Figure 1. Placement density heat map.
Bar = 20 microns. 11 x 11 tiles, from dark purple (low) to yellow (high), 0 to 100% covered.
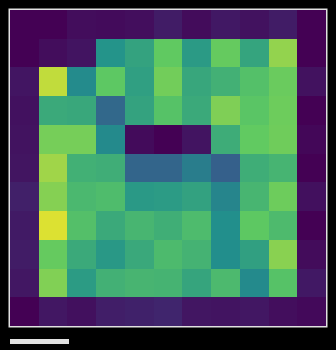
Figure 2. Metal layers overlaid.
Only two layers are drawn.
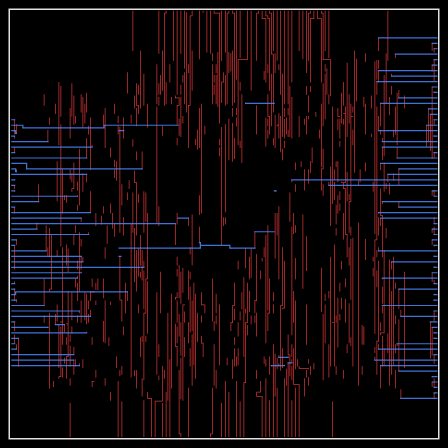
==> config.mk <==
export PLATFORM = sky130hd
export DESIGN_NAME = alu_issue_seq
export DESIGN_NICKNAME = d
export VERILOG_FILES = /design/src/rtl/alu_issue_seq_pkg.sv /design/src/rtl/alu_unit_decode.sv /design/src/rtl/alu_issue_seq.sv
export SDC_FILE = /design/constraint.sdc
export NUM_CORES = 1
export LEC_CHECK = 0
export CORE_MARGIN = 8
export CORE_UTILIZATION = 38
export DETAILED_ROUTE_END_ITERATION = 7
export GPL_TIMING_DRIVEN = 0
export PLACE_DENSITY = 0.78
export SLEW_MARGIN = 0
export SYNTH_ARGS = -nofsm -noshare
export SYNTH_HDL_FRONTEND = slang
export SYNTH_HIERARCHICAL = 1
export SYNTH_SLANG_ARGS = --single-unit
==> constraint.sdc <==
create_clock -name CLK -period 1.6 [get_ports CLK]
set_clock_uncertainty 0.15 [all_clocks]
set_input_delay 0.24 -clock CLK [delete_from_list [all_inputs] [get_ports CLK]]
set_output_delay 0.24 -clock CLK [all_outputs]
set_load 0.1 [all_outputs]
==> src/rtl/alu_issue_seq_pkg.sv <==
// alu_issue_seq_pkg: constants and types shared by the ALU issue sequencer and its unit decoder.
//   WIDTH        default operand/result width of the execution units
//   UNIT_*       2-bit execution-unit select codes (req_fun[3:2])
//   state_e      sequencer FSM state encoding
//   cmp_fun_e    compare-unit sub-function codes (req_fun[1:0] when UNIT_CMP)
package alu_issue_seq_pkg;

    localparam int WIDTH = 16;

    localparam logic [1:0] UNIT_ARITH = 2'b00;
    localparam logic [1:0] UNIT_LOGIC = 2'b01;
    localparam logic [1:0] UNIT_CMP   = 2'b10;
    localparam logic [1:0] UNIT_SHIFT = 2'b11;

    typedef enum logic [1:0] {
        IDLE    = 2'd0,
        ISSUE   = 2'd1,
        CAPTURE = 2'd2,
        RESP    = 2'd3
    } state_e;

    typedef enum logic [1:0] {
        CMP_NOP = 2'b00,
        CMP_EQ  = 2'b01,
        CMP_GT  = 2'b10,
        CMP_LT  = 2'b11
    } cmp_fun_e;

endpackage

==> src/rtl/alu_unit_decode.sv <==
// alu_unit_decode: combinational map of a 2-bit unit select plus a valid bit to a one-hot unit enable.
// Ports:
//   sel_i    unit select (UNIT_ARITH/LOGIC/CMP/SHIFT)
//   valid_i  when low, no enable is produced
//   en_o     one-hot enable, bit index equals the unit select code
module alu_unit_decode
    import alu_issue_seq_pkg::*;
(
    input  logic [1:0] sel_i,
    input  logic       valid_i,
    output logic [3:0] en_o
);

    always_comb begin
        en_o = 4'b0000;
        en_o[UNIT_ARITH] = valid_i && (sel_i == UNIT_ARITH);
        en_o[UNIT_LOGIC] = valid_i && (sel_i == UNIT_LOGIC);
        en_o[UNIT_CMP]   = valid_i && (sel_i == UNIT_CMP);
        en_o[UNIT_SHIFT] = valid_i && (sel_i == UNIT_SHIFT);
    end

endmodule

==> src/rtl/alu_issue_seq.sv <==
// alu_issue_seq: upstream sequencer that issues one operation at a time to the ALU execution units
// and returns the selected unit's registered result on a valid/ready handshake.
// Ports:
//   CLK, RST                       clock, synchronous active-low reset
//   req_valid/req_ready            request handshake; req_a, req_b operands, req_fun [3:2] unit, [1:0] sub-function
//   A, B, ALU_FUN                  operands and sub-function driven to the units (held until next accept)
//   *_Enable                       one-hot unit enables, high for exactly the ISSUE cycle
//   *_OUT, *_Flag                  registered unit results and flags
//   res_valid/res_ready            result handshake; res_data, res_flag, res_unit captured result
//   op_count                       completed-result counter
// Optional feature: define ALU_ISSUE_OPCOUNT_EN to enable a saturating op_count; otherwise op_count is 0.
module alu_issue_seq
    import alu_issue_seq_pkg::*;
#(
    parameter int Width = WIDTH
) (
    input  logic             CLK,
    input  logic             RST,
    input  logic             req_valid,
    output logic             req_ready,
    input  logic [Width-1:0] req_a,
    input  logic [Width-1:0] req_b,
    input  logic [3:0]       req_fun,
    output logic [Width-1:0] A,
    output logic [Width-1:0] B,
    output logic [1:0]       ALU_FUN,
    output logic             Arith_Enable,
    output logic             Logic_Enable,
    output logic             CMP_Enable,
    output logic             Shift_Enable,
    input  logic [Width-1:0] Arith_OUT,
    input  logic [Width-1:0] Logic_OUT,
    input  logic [Width-1:0] CMP_OUT,
    input  logic [Width-1:0] Shift_OUT,
    input  logic             Arith_Flag,
    input  logic             Logic_Flag,
    input  logic             CMP_Flag,
    input  logic             Shift_Flag,
    output logic             res_valid,
    input  logic             res_ready,
    output logic [Width-1:0] res_data,
    output logic             res_flag,
    output logic [1:0]       res_unit,
    output logic [15:0]      op_count
);

    state_e           state_q;
    logic             req_ready_q;
    logic [Width-1:0] a_q;
    logic [Width-1:0] b_q;
    logic [1:0]       fun_q;
    logic [1:0]       unit_q;
    logic [3:0]       en_q;
    logic             res_valid_q;
    logic [Width-1:0] res_data_q;
    logic             res_flag_q;
    logic [1:0]       res_unit_q;

    logic             accept;
    logic             done;
    logic [3:0]       en_d;
    logic [Width-1:0] cap_data_d;
    logic             cap_flag_d;

    // req_ready_q is only ever high in IDLE, so it alone qualifies the accept
    assign accept = req_ready_q && req_valid;
    assign done   = res_valid_q && res_ready;

    // Enables are decoded at the accept edge so they are registered and high
    // for exactly the ISSUE cycle; they fall again at the ISSUE->CAPTURE edge.
    alu_unit_decode u_decode (
        .sel_i   (req_fun[3:2]),
        .valid_i (accept),
        .en_o    (en_d)
    );

    always_comb begin
        cap_data_d = (unit_q == UNIT_ARITH) ? Arith_OUT :
                     (unit_q == UNIT_LOGIC) ? Logic_OUT :
                     (unit_q == UNIT_CMP)   ? CMP_OUT   : Shift_OUT;
        cap_flag_d = (unit_q == UNIT_ARITH) ? Arith_Flag :
                     (unit_q == UNIT_LOGIC) ? Logic_Flag :
                     (unit_q == UNIT_CMP)   ? CMP_Flag   : Shift_Flag;
    end

    always_ff @(posedge CLK) begin
        if (!RST) begin
            state_q     <= IDLE;
            req_ready_q <= 1'b0;
            a_q         <= '0;
            b_q         <= '0;
            fun_q       <= 2'b00;
            unit_q      <= 2'b00;
            en_q        <= 4'b0000;
            res_valid_q <= 1'b0;
            res_data_q  <= '0;
            res_flag_q  <= 1'b0;
            res_unit_q  <= 2'b00;
        end else begin
            en_q <= en_d;
            case (state_q)
                IDLE: begin
                    // ready rises one cycle after reset release, then drops on accept
                    req_ready_q <= !accept;
                    if (accept) begin
                        a_q     <= req_a;
                        b_q     <= req_b;
                        fun_q   <= req_fun[1:0];
                        unit_q  <= req_fun[3:2];
                        state_q <= ISSUE;
                    end
                end
                ISSUE: state_q <= CAPTURE;
                CAPTURE: begin
                    // unit results were registered at the ISSUE->CAPTURE edge
                    res_data_q  <= cap_data_d;
                    res_flag_q  <= cap_flag_d;
                    res_unit_q  <= unit_q;
                    res_valid_q <= 1'b1;
                    state_q     <= RESP;
                end
                RESP: begin
                    if (res_ready) begin
                        res_valid_q <= 1'b0;
                        req_ready_q <= 1'b1;
                        state_q     <= IDLE;
                    end
                end
                default: state_q <= IDLE;
            endcase
        end
    end

    assign req_ready    = req_ready_q;
    assign A            = a_q;
    assign B            = b_q;
    assign ALU_FUN      = fun_q;
    assign Arith_Enable = en_q[UNIT_ARITH];
    assign Logic_Enable = en_q[UNIT_LOGIC];
    assign CMP_Enable   = en_q[UNIT_CMP];
    assign Shift_Enable = en_q[UNIT_SHIFT];
    assign res_valid    = res_valid_q;
    assign res_data     = res_data_q;
    assign res_flag     = res_flag_q;
    assign res_unit     = res_unit_q;

`ifdef ALU_ISSUE_OPCOUNT_EN
    logic [15:0] op_count_q;
    logic [15:0] op_count_d;

    assign op_count_d = (done && (op_count_q != 16'hFFFF)) ? op_count_q + 16'd1 : op_count_q;

    always_ff @(posedge CLK) begin
        if (!RST) op_count_q <= 16'h0000;
        else      op_count_q <= op_count_d;
    end

    assign op_count = op_count_q;
`else
    logic unused_done;
    assign unused_done = done;
    assign op_count    = 16'h0000;
`endif

endmodule

==> impl_metrics.ini <==
; physical design summary
[final_layout]
layout-drive-gt1-share = 0.303
area_growth_pct = 57.4
nNetsFinal = 621
final_util = 0.606
design_area_sq_um = 4900
diodes = 0
stdcell_count = 617

[pwr]
peakVddDrop_v = 0.000710
power_density_nw_per_um2 = 1360
p_leak_nw = 2.03

[setup_path]
reg2reg_from = state_q[0]
cp-start-kind = flop
end_kind = primary output
arrival_ps = 1160
worstSetupPathType = flop to primary output
crit_path_start = req_ready
crit_end = req_ready
slowest_delay_ps = 440
reg2reg_setup_slack_ps = 90
timing.rr.end = A[10]
critical_path.top_delay_family = buffers and inverters
cp_slowest_cell = buf_2
path_depth = 1
crit_fanout = 5
path_cells = buf_2
worst-path-buf-inv = 1
worst-r2r-cell-count = 7
critPathRequiredTime_ps = 1210

[floorplan]
core_sq_um = 8090
die-area_sq_um = 11400
die_height_microns = 107
pin_count = 183
row_count = 33
die_w_microns = 107
fp_util = 0.385

[timing]
min_period_over_period = 0.966
rsz0062_at_grt = no
tightest_slew_ps = 516
finalHoldViolCount = 0
finalMaxSlewViolations = 0
fin_crit_ps = 1550
setup_viol = 0
whs_ps = 286
worst_slack_ps = 54.0
max_freq_ghz = 0.647
max-slew-margin-rel = 0.658

[place]
place_ws_ps = -300
place_area_sq_um = 4970
dp.cells = 603
place_congestion = 0.867
numPortBuffers = 166
dpl.hpwl_microns = 7940

[clock_tree]
cts_made_buffers = 9
cts-root-buf = clkbuf_8
clk_pin_slew_ps = 70
ctsHtreeMaxLevel = 3
post_cts_resized = 295
insertion_delay_ps = 330
tritoncts = built
hold_buffers = 0
clockBufferDepth = 2
postCtsSetupRepairBufs = 0
clock-sinks = 63

[flow_run]
tool_warnings = 29
maxCapViolCount = 0

[detailed_routing]
drt-total-wl_microns = 9930
final_antenna_net_count = 0
drt-pass1-iter-count = 4
wl_per_cell_microns = 16.1
via_per_inst = 4.68
drc = 0
drtIter0Drc = 70

[synth]
synth.avg_cell_area_sq_um = 9.83
yosys_warnings = 6
top_cells_by_area = dfxtp_1, mux2i_1, a21boi_2, nand2_1, o221ai_1
ys_types = 28
post-synth-top-area-cell = dfxtp_1
netlist_instances = 317
top_area_frac = 0.405
synth_area_sq_um = 3120
yosysSeqAreaShare = 0.405
ys_cells = 317
ys_area_sq_um = 3120
synth_flops = 63

[min_path]
hold_path.class = input pin to flop

[global_routing]
first_global_vias = 2972
grt_pass1_wl_microns = 15400
antenna_found_initial = 0
grt.overflow.total = 0
grt_max_degree = 11

[status]
outcome = completed
Back to the opening pictures, Figure 1:
- densest ninth of the die: west
- nearly empty tiles: 9.1%
- fullest tile: 95%
- emptiest ninth of the die: north-west
- tiles over 75% full: 16%

Back to the opening pictures, Figure 2:
- blue: met3 (wire length 1070 microns)
- red: met2 (wire length 4580 microns)
Vias: 2889
aggregate global-route resource usage: 0.171

## worst min path at each step
| stage | from | end | slack [ps] | depth (start not counted) |
|---|---|---|---|---|
| 2_1_floorplan | req_b[0] | B[0] | 220 | 2 |
| 3_3_place_gp | B[3] | B[3] | 300 | 2 |
| 3_5_place_dp | B[2] | B[2] | 310 | 2 |
| 4_1_cts | req_b[13] | B[13] | 290 | 3 |
| 5_1_grt | RST | res_data[0] | 310 | 3 |
| 6_report | RST | res_data[3] | 290 | 3 |
## synthesized netlist by cell type, drive strengths merged
library cell  count
nand2            77
dfxtp            63
mux2i            38
a21boi           36
buf              34
nand3b           18
o221ai           17
nor2b             5
and2              4
clkbuf            4
ha                4
inv               3
a21oi             2
and3              2
and3b             2
nand3             2
nor2              2
conb              1
nor3b             1
o21ai             1
o221a             1
## placed cells by master, fill, tap and decap left out, types with 2 or more instances in the layout
cell and count:
conb_1 16, nor2b_1 5, buf_8 3, buf_4 20, clkbuf_8 11, nand3_4 2
dfxtp_2 2, nand2_2 5, nand3b_1 17, o221ai_1 17, ha_4 2, nor2_1 2
inv_2 2, ha_1 2, dfxtp_1 61, a21boi_0 6, and2_1 4, buf_2 64
a21boi_2 30, a21oi_1 2, clkdlybuf4s50_1 106, and3b_1 2, mux2i_1 38, buf_6 4
nand2_1 72, clkbuf_4 2, clkbuf_2 3, clkbuf_1 3
## layer usage
metal | routed length [microns] | vias up | part of all wire | track usage
li1 | - | 1443 | - | -
met1 | 4190 | 1308 | 0.42 | 0.197
met2 | 4580 | 130 | 0.46 | 0.276
met3 | 1070 | 8 | 0.11 | 0.0768
met4 | 86 | 0 | 0.0087 | 0.0553
met5 | 0 | - | 0 | 0
## layout make-up
type,instances,area [sq um]
Fill cell,748,3190
Multi-Input combinational cell,228,1670
Timing Repair Buffer,166,1370
Sequential cell,63,1260
Buffer,38,299
Clock buffer,13,159
Tap cell,105,131
Inverter,3,11.3
Clock inverter,1,5.00
## worst reg2reg max path, cell delays in order (launching register included)
cell and delay, ps:
dfxtp_1 330, inv_2 120, ha_4 180, and3_1 170, buf_6 150, buf_8 140
nand2_1 80, a21boi_2 120
## registers in the layout, indices dropped and copies added (netlist names)
register	flops
res_valid	1
B	16
A	16
state_q	2
res_flag	1
en_q	4
ALU_FUN	2
res_data	16
req_ready	1
unit_q	2
res_unit	2
## power by group
part	internal [mW]	leakage, nW	switching (mW)
sequential	1.82	0.512	0.144
combinational	0.966	1.43	2.56
clock	0.629	0.0854	0.565
total	3.42	2.03	3.27
## through the flow
stage,TNS (ps),power (mW)
after global placement,-19980,5.62
after global routing,0,7.01
after CTS,0,6.69
final,0,6.69
after floorplan,0,4.71
after detailed placement,-22710,5.67
## kinds of logic after synthesis
| family | after synthesis | share of synthesized area |
|---|---|---|
| simple gates | 113 | 0.182 |
| compound gates | 57 | 0.179 |
| buf+inv | 41 | 0.0944 |
| flops | 63 | 0.405 |
| fa+ha+maj | 4 | 0.0161 |
| other cells | 1 | 0.00120 |
| mux | 38 | 0.122 |
Power is estimated from default activity; no workload was simulated.
